File: src/rtl/thor2024_iq_sequencer_pkg.sv
// ---------------------------------------------------------------------------
// thor2024_iq_sequencer_pkg
//   Shared sizing constants and index type for the Thor2024 issue queue
//   pointer/occupancy logic.
//   QENTRIES : issue-queue depth (power of two)
//   QBITS    : index width, log2(QENTRIES)
//   que_ndx_t: queue index type
// ---------------------------------------------------------------------------
package thor2024_iq_sequencer_pkg;

  localparam int QENTRIES = 8;
  localparam int QBITS    = 3;

  typedef logic [QBITS-1:0] que_ndx_t;

  // Modulo-QENTRIES successor of a queue index. Relies on QENTRIES being a
  // power of two so the natural wrap of the index width is the modulo.
  function automatic que_ndx_t ndx_next(input que_ndx_t ndx);
    return ndx + que_ndx_t'(1);
  endfunction

endpackage

File: src/rtl/thor2024_iq_sequencer_squash.sv
// ---------------------------------------------------------------------------
// thor2024_iq_squash_mask
//   Combinational wrap-aware squash mask for a branch misprediction.
//   An entry is flagged when it lies strictly after missid and strictly
//   before tail0 (walking forward with wrap) and is currently valid.
//   Ports:
//     missid      in  queue index of the mispredicted branch
//     tail0       in  current (pre-edge) enqueue pointer
//     iq_v        in  registered per-entry valid vector
//     squash_mask out entries to be discarded
// ---------------------------------------------------------------------------
module thor2024_iq_squash_mask #(
  parameter int QENTRIES = 8,
  parameter int QBITS    = 3
) (
  input  logic [QBITS-1:0]    missid,
  input  logic [QBITS-1:0]    tail0,
  input  logic [QENTRIES-1:0] iq_v,
  output logic [QENTRIES-1:0] squash_mask
);

  localparam logic [QBITS-1:0] ONE = QBITS'(1);

  logic [QBITS-1:0] span;
  logic [QBITS-1:0] ofs;

  // Distances are measured from missid+1; an entry is inside the younger
  // window when its distance is below the window length. When tail0 is
  // missid+1 the window length is zero and nothing is squashed.
  always_comb begin
    span        = tail0 - missid - ONE;
    ofs         = '0;
    squash_mask = '0;
    for (int i = 0; i < QENTRIES; i++) begin
      ofs            = QBITS'(i) - missid - ONE;
      squash_mask[i] = iq_v[i] & (ofs < span);
    end
  end

endmodule

File: src/rtl/thor2024_iq_sequencer.sv
// ---------------------------------------------------------------------------
// thor2024_iq_sequencer
//   Pointer and occupancy controller for the Thor2024 issue queue. Decides
//   per cycle how many fetch-buffer instructions (0-2) enqueue, how many
//   head entries (0-2) retire, and squashes the wrong path on a valid
//   branch miss.
//   Ports:
//     clk, rst_n              clock, async active-low reset
//     fb0_v, fb1_v            fetch-buffer slot valid
//     fb0_backbr              fb0 is a backward branch (blocks fb1 pairing)
//     commit0_rdy/commit1_rdy head0/head1 entry completed
//     branchmiss, missid      misprediction strobe and branch index
//     tail0, tail1            next enqueue slots (tail1 = tail0+1)
//     head0, head1            oldest entries (head1 = head0+1)
//     enq0_ack, enq1_ack      fb0/fb1 enqueued this cycle (combinational)
//     commit0, commit1        head0/head1 retired this cycle (combinational)
//     iq_v, count             registered valid vector and occupancy
//     full, empty             registered occupancy flags
//     miss_err                one-cycle pulse: miss named an invalid entry
// ---------------------------------------------------------------------------
module thor2024_iq_sequencer
  import thor2024_iq_sequencer_pkg::*;
#(
  parameter int QENTRIES = thor2024_iq_sequencer_pkg::QENTRIES,
  parameter int QBITS    = thor2024_iq_sequencer_pkg::QBITS
) (
  input  logic                clk,
  input  logic                rst_n,
  input  logic                fb0_v,
  input  logic                fb1_v,
  input  logic                fb0_backbr,
  input  logic                commit0_rdy,
  input  logic                commit1_rdy,
  input  logic                branchmiss,
  input  logic [QBITS-1:0]    missid,
  output logic [QBITS-1:0]    tail0,
  output logic [QBITS-1:0]    tail1,
  output logic [QBITS-1:0]    head0,
  output logic [QBITS-1:0]    head1,
  output logic                enq0_ack,
  output logic                enq1_ack,
  output logic                commit0,
  output logic                commit1,
  output logic [QENTRIES-1:0] iq_v,
  output logic [QBITS:0]      count,
  output logic                full,
  output logic                empty,
  output logic                miss_err
);

  localparam logic [QBITS-1:0] ONE = QBITS'(1);

  logic [QBITS-1:0]    tail0_q, tail0_d;
  logic [QBITS-1:0]    head0_q, head0_d;
  logic [QENTRIES-1:0] iq_v_q, iq_v_d;
  logic [QBITS:0]      count_q, count_d;
  logic                full_q, full_d;
  logic                empty_q, empty_d;
  logic                miss_err_q, miss_err_d;

  logic [QBITS-1:0]    tail1_w;
  logic [QBITS-1:0]    head1_w;
  logic                miss_vld;
  logic [QENTRIES-1:0] squash_raw;
  logic [QENTRIES-1:0] squash_mask;
  logic [QENTRIES-1:0] enq_mask;
  logic [QENTRIES-1:0] commit_mask;
  logic [1:0]          enq_cnt;
  logic [1:0]          commit_cnt;

  assign tail1_w  = tail0_q + ONE;
  assign head1_w  = head0_q + ONE;
  assign miss_vld = branchmiss & iq_v_q[missid];

  thor2024_iq_squash_mask #(
    .QENTRIES (QENTRIES),
    .QBITS    (QBITS)
  ) u_squash_mask (
    .missid      (missid),
    .tail0       (tail0_q),
    .iq_v        (iq_v_q),
    .squash_mask (squash_raw)
  );

  assign squash_mask = miss_vld ? squash_raw : '0;

  // Enqueue decision. Freeness is judged only on the registered valid
  // vector, so a slot retired this cycle cannot be refilled until the next.
  always_comb begin
    enq0_ack = 1'b0;
    enq1_ack = 1'b0;
    if (!miss_vld) begin
      if (fb0_v) begin
        enq0_ack = ~iq_v_q[tail0_q];
        enq1_ack = ~iq_v_q[tail0_q] & fb1_v & ~fb0_backbr & ~iq_v_q[tail1_w];
      end else if (fb1_v) begin
        enq1_ack = ~iq_v_q[tail0_q];
      end
    end
  end

  always_comb begin
    commit0 = iq_v_q[head0_q] & commit0_rdy;
    commit1 = iq_v_q[head0_q] & commit0_rdy & iq_v_q[head1_w] & commit1_rdy;
  end

  // fb1 lands in tail1 only when fb0 also enqueued; a lone fb1 takes tail0.
  always_comb begin
    enq_mask = '0;
    if (enq0_ack) begin
      enq_mask[tail0_q] = 1'b1;
    end
    if (enq1_ack) begin
      if (fb0_v) begin
        enq_mask[tail1_w] = 1'b1;
      end else begin
        enq_mask[tail0_q] = 1'b1;
      end
    end
  end

  always_comb begin
    commit_mask = '0;
    if (commit0) begin
      commit_mask[head0_q] = 1'b1;
    end
    if (commit1) begin
      commit_mask[head1_w] = 1'b1;
    end
  end

  assign enq_cnt    = {1'b0, enq0_ack} + {1'b0, enq1_ack};
  assign commit_cnt = {1'b0, commit0} + {1'b0, commit1};

  always_comb begin
    iq_v_d     = (iq_v_q & ~squash_mask & ~commit_mask) | enq_mask;
    tail0_d    = miss_vld ? (missid + ONE) : (tail0_q + QBITS'(enq_cnt));
    head0_d    = head0_q + QBITS'(commit_cnt);
    miss_err_d = branchmiss & ~iq_v_q[missid];
    count_d    = '0;
    for (int i = 0; i < QENTRIES; i++) begin
      count_d = count_d + (QBITS+1)'(iq_v_d[i]);
    end
    full_d  = (count_d == (QBITS+1)'(QENTRIES));
    empty_d = (count_d == '0);
  end

  always_ff @(posedge clk or negedge rst_n) begin
    if (!rst_n) begin
      tail0_q    <= '0;
      head0_q    <= '0;
      iq_v_q     <= '0;
      count_q    <= '0;
      full_q     <= 1'b0;
      empty_q    <= 1'b1;
      miss_err_q <= 1'b0;
    end else begin
      tail0_q    <= tail0_d;
      head0_q    <= head0_d;
      iq_v_q     <= iq_v_d;
      count_q    <= count_d;
      full_q     <= full_d;
      empty_q    <= empty_d;
      miss_err_q <= miss_err_d;
    end
  end

  assign tail0    = tail0_q;
  assign tail1    = tail1_w;
  assign head0    = head0_q;
  assign head1    = head1_w;
  assign iq_v     = iq_v_q;
  assign count    = count_q;
  assign full     = full_q;
  assign empty    = empty_q;
  assign miss_err = miss_err_q;

endmodule
File: config.mk
export PLATFORM = sky130hd
export DESIGN_NAME = thor2024_iq_sequencer
export DESIGN_NICKNAME = d
export VERILOG_FILES = /design/src/rtl/thor2024_iq_sequencer_pkg.sv /design/src/rtl/thor2024_iq_sequencer_squash.sv /design/src/rtl/thor2024_iq_sequencer.sv
export SDC_FILE = /design/constraint.sdc
export NUM_CORES = 1
export LEC_CHECK = 0
export CAP_MARGIN = 20
export CORE_ASPECT_RATIO = 0.75
export CORE_UTILIZATION = 57
export DETAILED_ROUTE_END_ITERATION = 7
export PLACE_DENSITY = 0.95
export SLEW_MARGIN = 10
export SYNTH_ARGS = -nofsm -noshare
export SYNTH_HDL_FRONTEND = slang
export SYNTH_SLANG_ARGS = --single-unit
File: constraint.sdc
create_clock -name clk -period 13.15 [get_ports clk]
set_clock_uncertainty 0.15 [all_clocks]
set_input_delay 2.63 -clock clk [delete_from_list [all_inputs] [get_ports clk]]
set_output_delay 2.63 -clock clk [all_outputs]
set_load 0.005 [all_outputs]
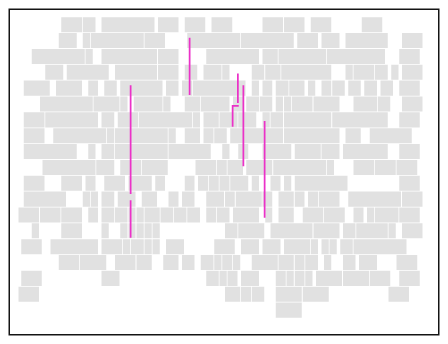
**Above:** met4 routing.
Cells faint in the background.
7 nets have wire on it. The longest straight run is 18.4 um. The layer carries 73.0 um of wire. The wires run mostly vertical. The layer holds 1.3% of the routed length.

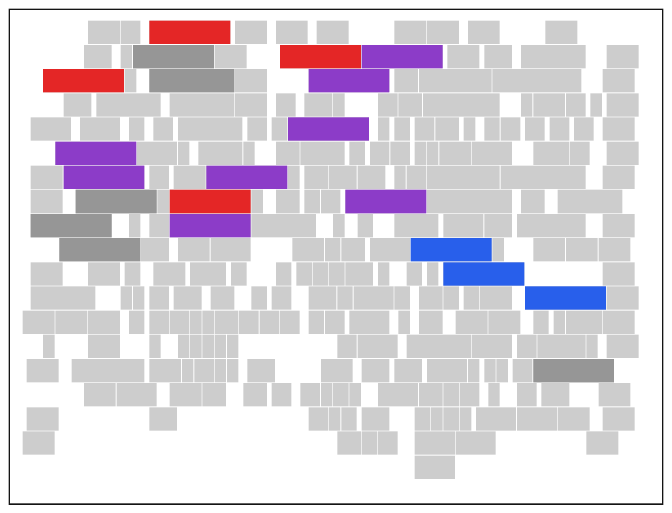
**Above:** sequential cells grouped by signal name.
Other sequential cells in the stronger grey, the rest of the logic in the fainter grey.
Red shows count, sequential cells 4. Blue shows tail0, sequential cells 3. Purple shows iq_v, sequential cells 8.
Another 6 sequential cells are not coloured.

==> flow_metrics.tcl <==
# implementation run metrics
set metrics [dict create \
    dp_cells 309 \
    grt_overall_usage 0.2998 \
    r2r-end "full" \
    cts_inserted_buffers 3 \
    timing.reg2reg.setup_slack_ns 7.05 \
    switching_power_uw 421.0 \
    worstPathArrival_ns 8.48 \
    comb.multi_input.count 178 \
    grt_antenna_before_repair 0 \
    post_synthesis_simple_gate_area_fraction 0.2180 \
    syn_nets 264 \
    netlist_top_cells_area "dfrtp_1 (23%), ha_1 (10%), fa_1 (6.4%)" \
    cell_area_synth_um2 2181 \
    cp.buffers_inverters 5 \
    r2r_start "tail0[0]" \
    pg_comb_uw 635 \
    post_layout_nonfiller_instances 313 \
    path_cells "clkdlybuf4s50_1 -> inv_1 -> nand2_1 -> fa_1 -> xnor2_1 -> xor2_1 -> ha_1 -> a211oi_1 -> nor3_1 -> nor3_1 -> fa_1 -> inv_1 -> fa_1 -> fa_1 -> ha_1 -> inv_1 -> fa_1 -> inv_1 -> nor4b_1" \
    minimum_period_implied_by_the_final_worst_setup_slack_ns 8.502 \
    row_count 19 \
    origin_of_the_worst_setup_path "missid[0]" \
    path_common_cell "fa_1" \
    fa_ha_area_frac 0.1675 \
    yosys-stat-cells 228 \
    antenna_cells_inserted 0 \
    die_w_um 73.43 \
    power_density_over_the_cells_nw_per_um2 321.6 \
    power.largest_group "combinational logic" \
    element_type_at_the_critical_path_start "primary input" \
    critical_path.endpoint "full" \
    final_setup_viols 0 \
    cp_data_required_time_ns 13.13 \
    postCtsHoldBufs 0 \
    clock_power_share 0.054 \
    synth.distinct_cells 59 \
    post_route_cells_drive_above_1_share 0.08429 \
    flip_flop_count_of_the_largest_register_all_copies_and_words_added 8 \
    dr.first_iter.drc_count 155 \
    yosys_warnings 0 \
    core-area_um2 3661 \
    cts_sinks 21 \
    fillCellCount 285 \
    cp-end-kind "register" \
    flop_cell "dfrtp_1" \
    hold_path_sink "head0[2]" \
    synthesized_instance_count 228 \
    comb_power_share 0.752 \
    detail_route.wl_per_cell_um 17.81 \
    log.warning_count 28 \
    cts_resized 0 \
    synth.area.mux_share 0.1119 \
    cts.path.max_buffers 2 \
    post_synth_edffs 0 \
    final.period_utilization 0.6465 \
    seq_total_area 0.2007 \
    grt_ovf 0 \
    cpLargestDelayFamily "adder cells" \
    first_pass_grt_wire_length_mm 9.349 \
    pre_cts_ws_ns 4.482 \
    tritoncts "yes" \
    lay_top_cells "clkdlybuf4s50_1 (41), dfrtp_1 (20), ha_1 (18)" \
    finalPower_uw 844.3 \
    maximum_number_of_pins_on_one_net_before_global_route_repair 22 \
    area.share.combinational 0.5753 \
    min-delay-path-class "reg -> reg" \
    detailedPlacementHpwl_mm 4.351 \
    placement.io_buffers 41 \
    place_congestion 0.9235 \
    rsz0062_at_grt "no" \
    total_detailed_routing_wirelength_mm 5.575 \
    sw_frac_of_total 0.4986 \
    layout.cells.largest_class "combinational gates" \
    synth.largest_area_cell "dfrtp_1" \
    run_status "finished clean" \
    internal_power_component_uw 423.3 \
]
## synthesized netlist by cell type, drive strengths merged, types with 2 or more instances
cell type  count
dfrtp         20
ha            18
inv           17
nand2         16
nor2          13
buf           11
nor3          11
mux2i          9
nand3          8
fa             7
o21ai          7
a21oi          6
mux4           5
nand2b         5
nor2b          5
nor4           5
o31ai          5
or3            5
xnor2          5
and3           4
nand4          4
xor2           4
a31oi          3
mux2           3
or2            3
a211oi         2
a21o           2
and2           2
nor4b          2
o211ai         2
o21a           2
o22ai          2
o311ai         2
## layer usage
metal  wire length (um)  vias up  track usage
met3                582       14      0.06752
met1               2257      901       0.4072
li1                   -      899            -
met2               2663      118       0.4947
met4                 73        0      0.05769
met5                  0        -            0
